Figure 1. Sequential cells coloured by netlist name (run 1).
Other sequential cells in the stronger grey, the rest of the logic in the fainter grey.
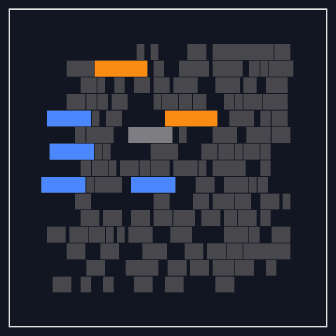
Figure 2. Clock wiring as the flow saved it (run 1).
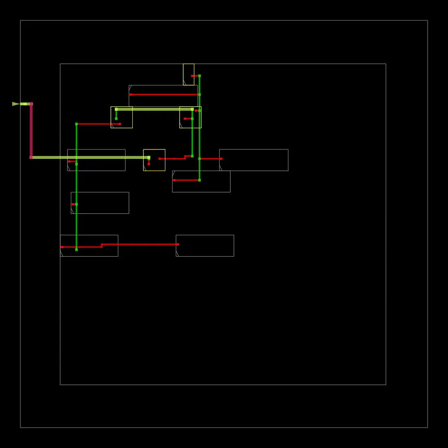
Figure 3. Floorplan with the power grid (run 1).
Pins as bars on the die edge.
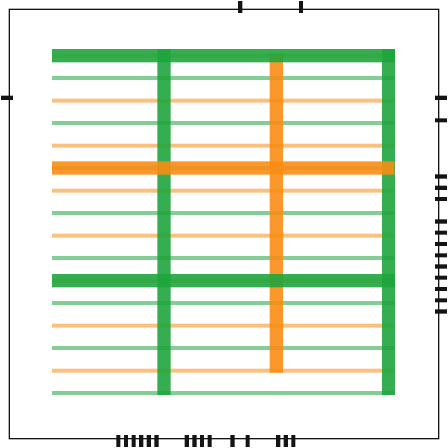
--- src/rtl/pipeline_ctrl_pkg.sv ---
// rtl/pipeline_ctrl_pkg.sv - shared types and constants for the pipeline hazard controller
package pipeline_ctrl_pkg;

  typedef enum logic [1:0] {
    RUN      = 2'd0,
    MD_WAIT  = 2'd1,
    MEM_WAIT = 2'd2
  } ctrl_state_e;

  localparam logic [4:0] REG_ZERO = 5'd0;

  // One bit per pipeline-bank control; the datapath top level consumes the same bundle.
  typedef struct packed {
    logic stall_f;
    logic stall_d;
    logic stall_e;
    logic stall_m;
    logic flush_d;
    logic flush_e;
    logic flush_m;
    logic flush_w;
  } hazard_ctrl_t;

endpackage

--- src/rtl/pipeline_hazard_ctrl_if.sv ---
// rtl/pipeline_hazard_ctrl_if.sv - hazard inputs from the datapath and stall/flush controls back to it
interface pipeline_hazard_ctrl_if;
  logic [4:0] rs1D;
  logic [4:0] rs2D;
  logic [4:0] rdE;
  logic       regWriteE;
  logic       loadE;
  logic       pcSrcE;
  logic       mdStartE;
  logic       dmemReqM;
  logic       dmemReadyM;
  logic       stallF;
  logic       stallD;
  logic       stallE;
  logic       stallM;
  logic       flushD;
  logic       flushE;
  logic       flushM;
  logic       flushW;
  logic       busy;

  // master: the hazard controller; slave: the datapath it steers
  modport master (
    input  rs1D, rs2D, rdE, regWriteE, loadE, pcSrcE, mdStartE, dmemReqM, dmemReadyM,
    output stallF, stallD, stallE, stallM, flushD, flushE, flushM, flushW, busy
  );

  modport slave (
    output rs1D, rs2D, rdE, regWriteE, loadE, pcSrcE, mdStartE, dmemReqM, dmemReadyM,
    input  stallF, stallD, stallE, stallM, flushD, flushE, flushM, flushW, busy
  );
endinterface

--- src/rtl/hazard_detect.sv ---
// rtl/hazard_detect.sv - combinational load-use and taken-branch detection
module hazard_detect
  import pipeline_ctrl_pkg::*;
(
  input  logic [4:0] rs1_d_i,
  input  logic [4:0] rs2_d_i,
  input  logic [4:0] rd_e_i,
  input  logic       reg_write_e_i,
  input  logic       load_e_i,
  input  logic       pc_src_e_i,
  output logic       load_use_o,
  output logic       branch_o
);

  logic rd_match;

  assign rd_match   = (rd_e_i != REG_ZERO) && ((rd_e_i == rs1_d_i) || (rd_e_i == rs2_d_i));
  // A taken branch squashes the D instruction anyway, so it overrides the load-use stall.
  assign load_use_o = load_e_i & reg_write_e_i & rd_match & ~pc_src_e_i;
  assign branch_o   = pc_src_e_i;

endmodule

--- src/rtl/pipeline_hazard_ctrl.sv ---
// rtl/pipeline_hazard_ctrl.sv - stall/flush sequencer for the 5-stage pipeline register banks
module pipeline_hazard_ctrl
  import pipeline_ctrl_pkg::*;
#(
  parameter int MD_LATENCY = 4,
  parameter int CNT_W      = 4
) (
  input  logic                   clk,
  input  logic                   reset,
  pipeline_hazard_ctrl_if.master hz
);

  ctrl_state_e        state_q, state_d;
  logic [CNT_W-1:0]   cnt_q, cnt_d;
  logic               md_done_q, md_done_d;
  logic               load_use, branch, mem_stall, mul_div, lu_flush;
  hazard_ctrl_t       raw, ctrl;

  hazard_detect u_detect (
    .rs1_d_i       (hz.rs1D),
    .rs2_d_i       (hz.rs2D),
    .rd_e_i        (hz.rdE),
    .reg_write_e_i (hz.regWriteE),
    .load_e_i      (hz.loadE),
    .pc_src_e_i    (hz.pcSrcE),
    .load_use_o    (load_use),
    .branch_o      (branch)
  );

  assign mem_stall = hz.dmemReqM & ~hz.dmemReadyM;
  assign mul_div   = hz.mdStartE & ~md_done_q;

  always_comb begin
    state_d   = state_q;
    cnt_d     = cnt_q;
    md_done_d = 1'b0;
    lu_flush  = 1'b0;
    raw       = '0;
    unique case (state_q)
      RUN: begin
        if (mem_stall) begin
          {raw.stall_f, raw.stall_d, raw.stall_e, raw.stall_m, raw.flush_w} = 5'b11111;
          state_d = MEM_WAIT;
        end else if (mul_div) begin
          {raw.stall_f, raw.stall_d, raw.stall_e, raw.flush_m} = 4'b1111;
          cnt_d   = CNT_W'(MD_LATENCY - 1);
          state_d = MD_WAIT;
        end else if (load_use) begin
          {raw.stall_f, raw.stall_d} = 2'b11;
          lu_flush = 1'b1;
        end
      end
      MD_WAIT: begin
        {raw.stall_f, raw.stall_d, raw.stall_e, raw.flush_m} = 4'b1111;
        cnt_d = cnt_q - CNT_W'(1);
        // md_done blocks the still-resident mul/div from retriggering on the release cycle
        if (cnt_q == CNT_W'(1)) begin
          state_d   = RUN;
          md_done_d = 1'b1;
        end
      end
      MEM_WAIT: begin
        if (!hz.dmemReadyM) begin
          {raw.stall_f, raw.stall_d, raw.stall_e, raw.stall_m, raw.flush_w} = 5'b11111;
        end else begin
          state_d = RUN;
        end
      end
      default: state_d = RUN;
    endcase
    // A held bank must keep its contents; a pending branch flushes once the stall lifts.
    raw.flush_d = branch & ~raw.stall_d;
    raw.flush_e = (branch | lu_flush) & ~raw.stall_e;
  end

  always_ff @(posedge clk) begin
    if (reset) begin
      state_q   <= RUN;
      cnt_q     <= '0;
      md_done_q <= 1'b0;
    end else begin
      state_q   <= state_d;
      cnt_q     <= cnt_d;
      md_done_q <= md_done_d;
    end
  end

  assign ctrl      = reset ? '0 : raw;
  assign hz.stallF = ctrl.stall_f;
  assign hz.stallD = ctrl.stall_d;
  assign hz.stallE = ctrl.stall_e;
  assign hz.stallM = ctrl.stall_m;
  assign hz.flushD = ctrl.flush_d;
  assign hz.flushE = ctrl.flush_e;
  assign hz.flushM = ctrl.flush_m;
  assign hz.flushW = ctrl.flush_w;
  assign hz.busy   = ~reset & (state_q != RUN);

endmodule
--- src/flat_wrapper.sv ---
// flat-port wrapper written by rule: the top's interface ports become plain ports
module pipeline_hazard_ctrl_flat import pipeline_ctrl_pkg::*;
#(
  parameter int MD_LATENCY = 4,
  parameter int CNT_W      = 4
)
  (clk, reset, hz_rs1D, hz_rs2D, hz_rdE, hz_regWriteE, hz_loadE, hz_pcSrcE, hz_mdStartE, hz_dmemReqM, hz_dmemReadyM, hz_stallF, hz_stallD, hz_stallE, hz_stallM, hz_flushD, hz_flushE, hz_flushM, hz_flushW, hz_busy);
  pipeline_hazard_ctrl_if hz_i ();
  input  logic clk;
  input  logic reset;
  input wire logic [$bits(hz_i.rs1D)-1:0] hz_rs1D;
  input wire logic [$bits(hz_i.rs2D)-1:0] hz_rs2D;
  input wire logic [$bits(hz_i.rdE)-1:0] hz_rdE;
  input wire logic [$bits(hz_i.regWriteE)-1:0] hz_regWriteE;
  input wire logic [$bits(hz_i.loadE)-1:0] hz_loadE;
  input wire logic [$bits(hz_i.pcSrcE)-1:0] hz_pcSrcE;
  input wire logic [$bits(hz_i.mdStartE)-1:0] hz_mdStartE;
  input wire logic [$bits(hz_i.dmemReqM)-1:0] hz_dmemReqM;
  input wire logic [$bits(hz_i.dmemReadyM)-1:0] hz_dmemReadyM;
  output wire logic [$bits(hz_i.stallF)-1:0] hz_stallF;
  output wire logic [$bits(hz_i.stallD)-1:0] hz_stallD;
  output wire logic [$bits(hz_i.stallE)-1:0] hz_stallE;
  output wire logic [$bits(hz_i.stallM)-1:0] hz_stallM;
  output wire logic [$bits(hz_i.flushD)-1:0] hz_flushD;
  output wire logic [$bits(hz_i.flushE)-1:0] hz_flushE;
  output wire logic [$bits(hz_i.flushM)-1:0] hz_flushM;
  output wire logic [$bits(hz_i.flushW)-1:0] hz_flushW;
  output wire logic [$bits(hz_i.busy)-1:0] hz_busy;
  assign hz_i.rs1D = hz_rs1D;
  assign hz_i.rs2D = hz_rs2D;
  assign hz_i.rdE = hz_rdE;
  assign hz_i.regWriteE = hz_regWriteE;
  assign hz_i.loadE = hz_loadE;
  assign hz_i.pcSrcE = hz_pcSrcE;
  assign hz_i.mdStartE = hz_mdStartE;
  assign hz_i.dmemReqM = hz_dmemReqM;
  assign hz_i.dmemReadyM = hz_dmemReadyM;
  assign hz_stallF = hz_i.stallF;
  assign hz_stallD = hz_i.stallD;
  assign hz_stallE = hz_i.stallE;
  assign hz_stallM = hz_i.stallM;
  assign hz_flushD = hz_i.flushD;
  assign hz_flushE = hz_i.flushE;
  assign hz_flushM = hz_i.flushM;
  assign hz_flushW = hz_i.flushW;
  assign hz_busy = hz_i.busy;
  pipeline_hazard_ctrl #(.MD_LATENCY(MD_LATENCY), .CNT_W(CNT_W)) u_core (.clk(clk), .reset(reset), .hz(hz_i));
endmodule
--- config.mk ---
export PLATFORM = sky130hd
export DESIGN_NAME = pipeline_hazard_ctrl_flat
export DESIGN_NICKNAME = d
export VERILOG_FILES = /design/src/rtl/pipeline_ctrl_pkg.sv /design/src/rtl/pipeline_hazard_ctrl_if.sv /design/src/rtl/hazard_detect.sv /design/src/rtl/pipeline_hazard_ctrl.sv /design/src/flat_wrapper.sv
export SDC_FILE = /design/constraint.sdc
export NUM_CORES = 1
export LEC_CHECK = 0
export CAP_MARGIN = 30
export CORE_MARGIN = 5
export CORE_UTILIZATION = 33
export CTS_CLUSTER_DIAMETER = 40
export DETAILED_ROUTE_END_ITERATION = 10
export PLACE_DENSITY_LB_ADDON = 0.08
export SYNTH_ARGS = -nofsm -noshare
export SYNTH_HDL_FRONTEND = slang
export SYNTH_SLANG_ARGS = --single-unit
--- constraint.sdc ---
create_clock -name clk -period 1.6 [get_ports clk]
set_clock_uncertainty 0.1 [all_clocks]
set_input_delay 0.32 -clock clk [delete_from_list [all_inputs] [get_ports clk]]
set_output_delay 0.32 -clock clk [all_outputs]
set_load 0.005 [all_outputs]
==> results.sh, run 1 <==
# flow metrics
export IMPL_syn_area_per_cell_sq_um=7.884
export IMPL_synthArstFlopShare=0
export IMPL_clk_pin_slew_ps=50
export IMPL_die_area_sq_um=2679
export IMPL_hold_path_startpoint="u_core.cnt_q[3]$_SDFFE_PP0P_"
export IMPL_cts_resized=95
export IMPL_top_usage_layer="met2"
export IMPL_ir_drop_v=0.0005648
export IMPL_violations="setup timing"
export IMPL_worstPathRequired_ps=1180
export IMPL_antenna_cells=0
export IMPL_run_status="complete, but fails checks"
export IMPL_hold_buffers=0
export IMPL_htree_num_levels=1
export IMPL_gp_congestion=0.7325
export IMPL_drive_gt1_frac=0.4215
export IMPL_yosys_cell_types_count=27
export IMPL_routed_top_layer="met4"
export IMPL_crit_start="hz_rdE[4]"
export IMPL_vias=669
export IMPL_largest_register_ffs=4
export IMPL_layout_cells_non_filler=138
export IMPL_cp_endpoint="hz_flushE"
export IMPL_hp_class="reg -> reg"
export IMPL_edf_count=0
export IMPL_path_delay_family="simple AND/OR/NAND/NOR gates"
export IMPL_fp_util=0.3407
export IMPL_arrival_ps=1490
export IMPL_log_warning_count=30
export IMPL_final_area_sq_um=1082
export IMPL_place_ws_ps=-991.6
export IMPL_placed_area_sq_um=958.4
export IMPL_fin_ws_ps=-308.3
export IMPL_r2r_cells=5
export IMPL_ant_nets=0
export IMPL_ys_warn_count=0
export IMPL_grtUsageMet1=0.1690
export IMPL_drt_iter0_drc=3
export IMPL_worstSetupStartpointType="input pin"
export IMPL_synth_area_sq_um=575.6
export IMPL_insertion_delay_ps=250
export IMPL_io_buffer_count=31
export IMPL_gr_total_overflow=0
export IMPL_wirelength_met1_um=762
export IMPL_finalSetupTns_ps=-987.6
export IMPL_yosys_area_top_type_share=0.2435
export IMPL_hold_slack_ps=437.6
export IMPL_post_cts_buffers=6
export IMPL_synth_most_common_cell="nor2_1"
export IMPL_grtUsageTotal=0.1495
export IMPL_grt_pass1_vias=632
export IMPL_rsz0062_at_grt="true"
export IMPL_cap_violations=0
export IMPL_top_cells_by_count="nor2_1 (12), xor2_1 (11), nor3_1 (8)"
export IMPL_synthToLayoutAreaGrowth_pct=88.04
export IMPL_die_width_um=51.76
export IMPL_top_regs="u_core.cnt_q (4), u_core.state_q (2), u_core.md_done_q (1)"
export IMPL_drc_errors=0
export IMPL_placedCellCount=127
export IMPL_rows=15
export IMPL_numClockSinks=7
export IMPL_finalSetupViolCount=7
export IMPL_ys_seq_frac=0.2435
export IMPL_total_power_mw=0.6451
export IMPL_routed_wl_mm=1.822
export IMPL_nets=147
export IMPL_dpl_hpwl_mm=1.304
export IMPL_final_common_cell="dlygate4sd2_1"
export IMPL_antenna_found_initial=0
export IMPL_avgViaCountPerCell=4.848
export IMPL_wl_per_cell_um=13.20
export IMPL_root_buffer="clkbuf_4"
export IMPL_reg2reg_from="u_core.state_q[1]$_SDFFE_PP0P_"
Back to the opening pictures, Figure 1:
[blue] u_core.cnt_q | placed flops: 4 | where: left middle
[orange] u_core.state_q | placed flops: 2
not coloured: 1

Back to the opening pictures, Figure 2:
FFs & Latches: 7
TritonCTS Buffers: 3
clk_buf instances: 4

Back to the opening pictures, Figure 3:
[green] VSS
[orange] VDD
rows: 15
signal pins: 32
met5 straps: 3
met1 rails: 16
met4 straps: 3

run 1: power breakdown:
part / switching, mW / internal (mW)
sequential: 0.0200 / 0.190
combinational: 0.125 / 0.150
clock: 0.0651 / 0.0952
run 1: final cells by class:
cell class              instances  area (sq um)
fillers                       152         606.8
inverters                       5         18.77
multi-input cells              57         470.5
repair buffers                 48         397.9
flip-flops and latches          7         147.6
well taps                      17         21.27
clock buffers                   4         26.28
run 1: cell families (layout without fill, tap and decap cells):
logic type               Yosys count  in the layout  share of synthesized area
flip-flops                         7              7                     0.2435
XOR/XNOR                          12             12                     0.1826
AND-OR/OR-AND                     12             12                     0.1783
adder cells (fa/ha/maj)            2              2                    0.04347
buffers and inverters              9             57                    0.07389
AND/OR/NAND/NOR                   31             31                     0.2783
--- run 2 (diff from run 1) ---
--- a/config.mk
+++ b/config.mk
@@ -11,6 +11,7 @@
 export CTS_CLUSTER_DIAMETER = 40
 export DETAILED_ROUTE_END_ITERATION = 10
 export PLACE_DENSITY_LB_ADDON = 0.08
+export RECOVER_POWER = 25
 export SYNTH_ARGS = -nofsm -noshare
 export SYNTH_HDL_FRONTEND = slang
 export SYNTH_SLANG_ARGS = --single-unit
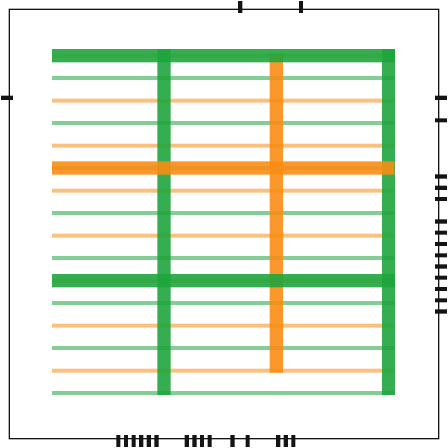
Figure 4: run 2, floorplan with the power grid.
Pins as bars on the die edge.
[orange] VDD
[green] VSS
met5 straps: 3
met1 rails: 16

==> run 2 against run 1 <==
- the run still ends with setup timing left
- sequential share of layout area is the same
- final area is the same
- combinational power is essentially flat
- critical path type unchanged
- clock power is essentially flat
- worst setup slack is the same
==> results.sh, run 2 <==
# flow metrics
export IMPL_drc_errors=0
export IMPL_fillers=152
export IMPL_dpl_hpwl_mm=1.304
export IMPL_hold_buffers=0
export IMPL_numCtsBuffers=3
export IMPL_comb_power_mw=0.275
export IMPL_hold_slack_ps=437.6
export IMPL_grt_pass1_vias=632
export IMPL_edf_count=0
export IMPL_gr_total_overflow=0
export IMPL_ys_warn_count=0
export IMPL_layout_cells_non_filler=138
export IMPL_inverters=5
export IMPL_cts_resized=95
export IMPL_ys_seq_frac=0.2435
export IMPL_synth_area_sq_um=575.6
export IMPL_p_int_mw=0.4349
export IMPL_drv_slew=0
export IMPL_max_slew_margin=0.8109
export IMPL_gp_congestion=0.7325
export IMPL_final_common_cell="dlygate4sd2_1"
export IMPL_synth_most_common_cell="nor2_1"
export IMPL_comb_share=0.4347
export IMPL_buf_share=0.3676
export IMPL_clk_pin_slew_ps=50
export IMPL_final_area_sq_um=1082
export IMPL_fp_util=0.3407
export IMPL_clk_share=0.02428
export IMPL_rows=15
export IMPL_numClockSinks=7
export IMPL_taps=17
export IMPL_leakagePower_nw=0.4983
export IMPL_synthAdderAreaFrac=0.04348
export IMPL_comb_area_sq_um=470.5
export IMPL_synthArstFlopShare=0
export IMPL_comb_power_share=0.427
export IMPL_seq_area_sq_um=147.6
export IMPL_simple_gate_area_frac=0.2783
export IMPL_lay_top_cells="dlygate4sd2_1 (16), xor2_1 (11), buf_4 (11), nor2_1 (9), buf_2 (9)"
export IMPL_syn_area_per_cell_sq_um=7.884
export IMPL_ys_seq_elements=7
export IMPL_yosys_area_top_type_share=0.2435
export IMPL_vias=669
export IMPL_p_seq_frac=0.325
export IMPL_nFlopsAndLatches=7
export IMPL_avgViaCountPerCell=4.848
export IMPL_post_cts_buffers=6
export IMPL_routed_wl_mm=1.822
export IMPL_place_ws_ps=-991.6
export IMPL_nMultiInputCombCells=57
export IMPL_finalSetupTns_ps=-987.6
export IMPL_insertion_delay_ps=250
export IMPL_placed_area_sq_um=958.4
export IMPL_top_regs="u_core.cnt_q (4), u_core.state_q (2), u_core.md_done_q (1)"
export IMPL_wl_per_cell_um=13.20
export IMPL_ir_drop_v=0.0005648
export IMPL_fin_ws_ps=-308.3
export IMPL_power_leader="combinational cells"
export IMPL_worstSetupStartpointType="input pin"
export IMPL_drt_iter0_drc=3
export IMPL_log_warning_count=30
export IMPL_largest_register_ffs=4
export IMPL_io_buffer_count=31
export IMPL_sw_frac_of_total=0.3258
export IMPL_htree_num_levels=1
export IMPL_placedCellCount=127
export IMPL_topCombFamilyByArea="simple AND/OR/NAND/NOR gates"
export IMPL_top_register="u_core.cnt_q"
export IMPL_hp_class="reg -> reg"
export IMPL_compound_area_frac=0.1783
export IMPL_io_pins=32
export IMPL_antenna_cells=0
export IMPL_ant_nets=0
export IMPL_finalSetupViolCount=7
export IMPL_path_delay_family="simple AND/OR/NAND/NOR gates"
export IMPL_antenna_found_initial=0
export IMPL_finalHoldViolations=0
export IMPL_synthMuxAreaShare=0
export IMPL_violations="setup timing"
export IMPL_signal_buffers=48
export IMPL_worstPathRequired_ps=1180
export IMPL_drive_gt1_frac=0.4215
export IMPL_cap_violations=0
export IMPL_pwr_share_clk=0.249
export IMPL_yosys_cell_types_count=27
export IMPL_total_power_mw=0.6451
export IMPL_arrival_ps=1490
export IMPL_core_area_sq_um=1689
export IMPL_final_clkbuf_count=4
export IMPL_die_area_sq_um=2679
export IMPL_top_cells_by_count="nor2_1 (12), xor2_1 (11), nor3_1 (8)"
export IMPL_die_width_um=51.76
export IMPL_clock_path_buffers=2
export IMPL_seq_cell_share=0.1364
export IMPL_largest_cell_class="multi-input combinational cells"
export IMPL_synthToLayoutAreaGrowth_pct=88.04
export IMPL_nets=147
export IMPL_pg_clk_mw=0.160
export IMPL_grtUsageTotal=0.1495
export IMPL_synth_xor_area_share=0.1826
export IMPL_rsz0062_at_grt="true"
export IMPL_run_status="complete, but fails checks"
export IMPL_root_buffer="clkbuf_4"
export IMPL_powerSeq_mw=0.210
export IMPL_netSwitchingPower_mw=0.2102
[run 2: cell counts in the layout (fill, tap and decap cells not counted)]
Identical to the previous run, type by type.
[run 2: final timing paths]
check | startpoint | slack [ps] | depth (start not counted) | endpoint
max | hz_rdE[4] | -310 | 6 | hz_flushE
min | u_core.cnt_q[3]$_SDFFE_PP0P_ | 440 | 2 | u_core.cnt_q[3]$_SDFFE_PP0P_
max reg2reg | u_core.state_q[1]$_SDFFE_PP0P_ | 130 | 5 | u_core.cnt_q[1]$_SDFFE_PP0P_
min reg2reg | u_core.cnt_q[3]$_SDFFE_PP0P_ | 440 | 2 | u_core.cnt_q[3]$_SDFFE_PP0P_
[run 2: per-layer routing]
layer  part of all wire  track usage
met1               0.42       0.1690
met2               0.52       0.2775
met3              0.059      0.04298
met4             0.0033      0.02620
met5                  0            0
No activity file was given, so power comes from the tool's default toggle rates.
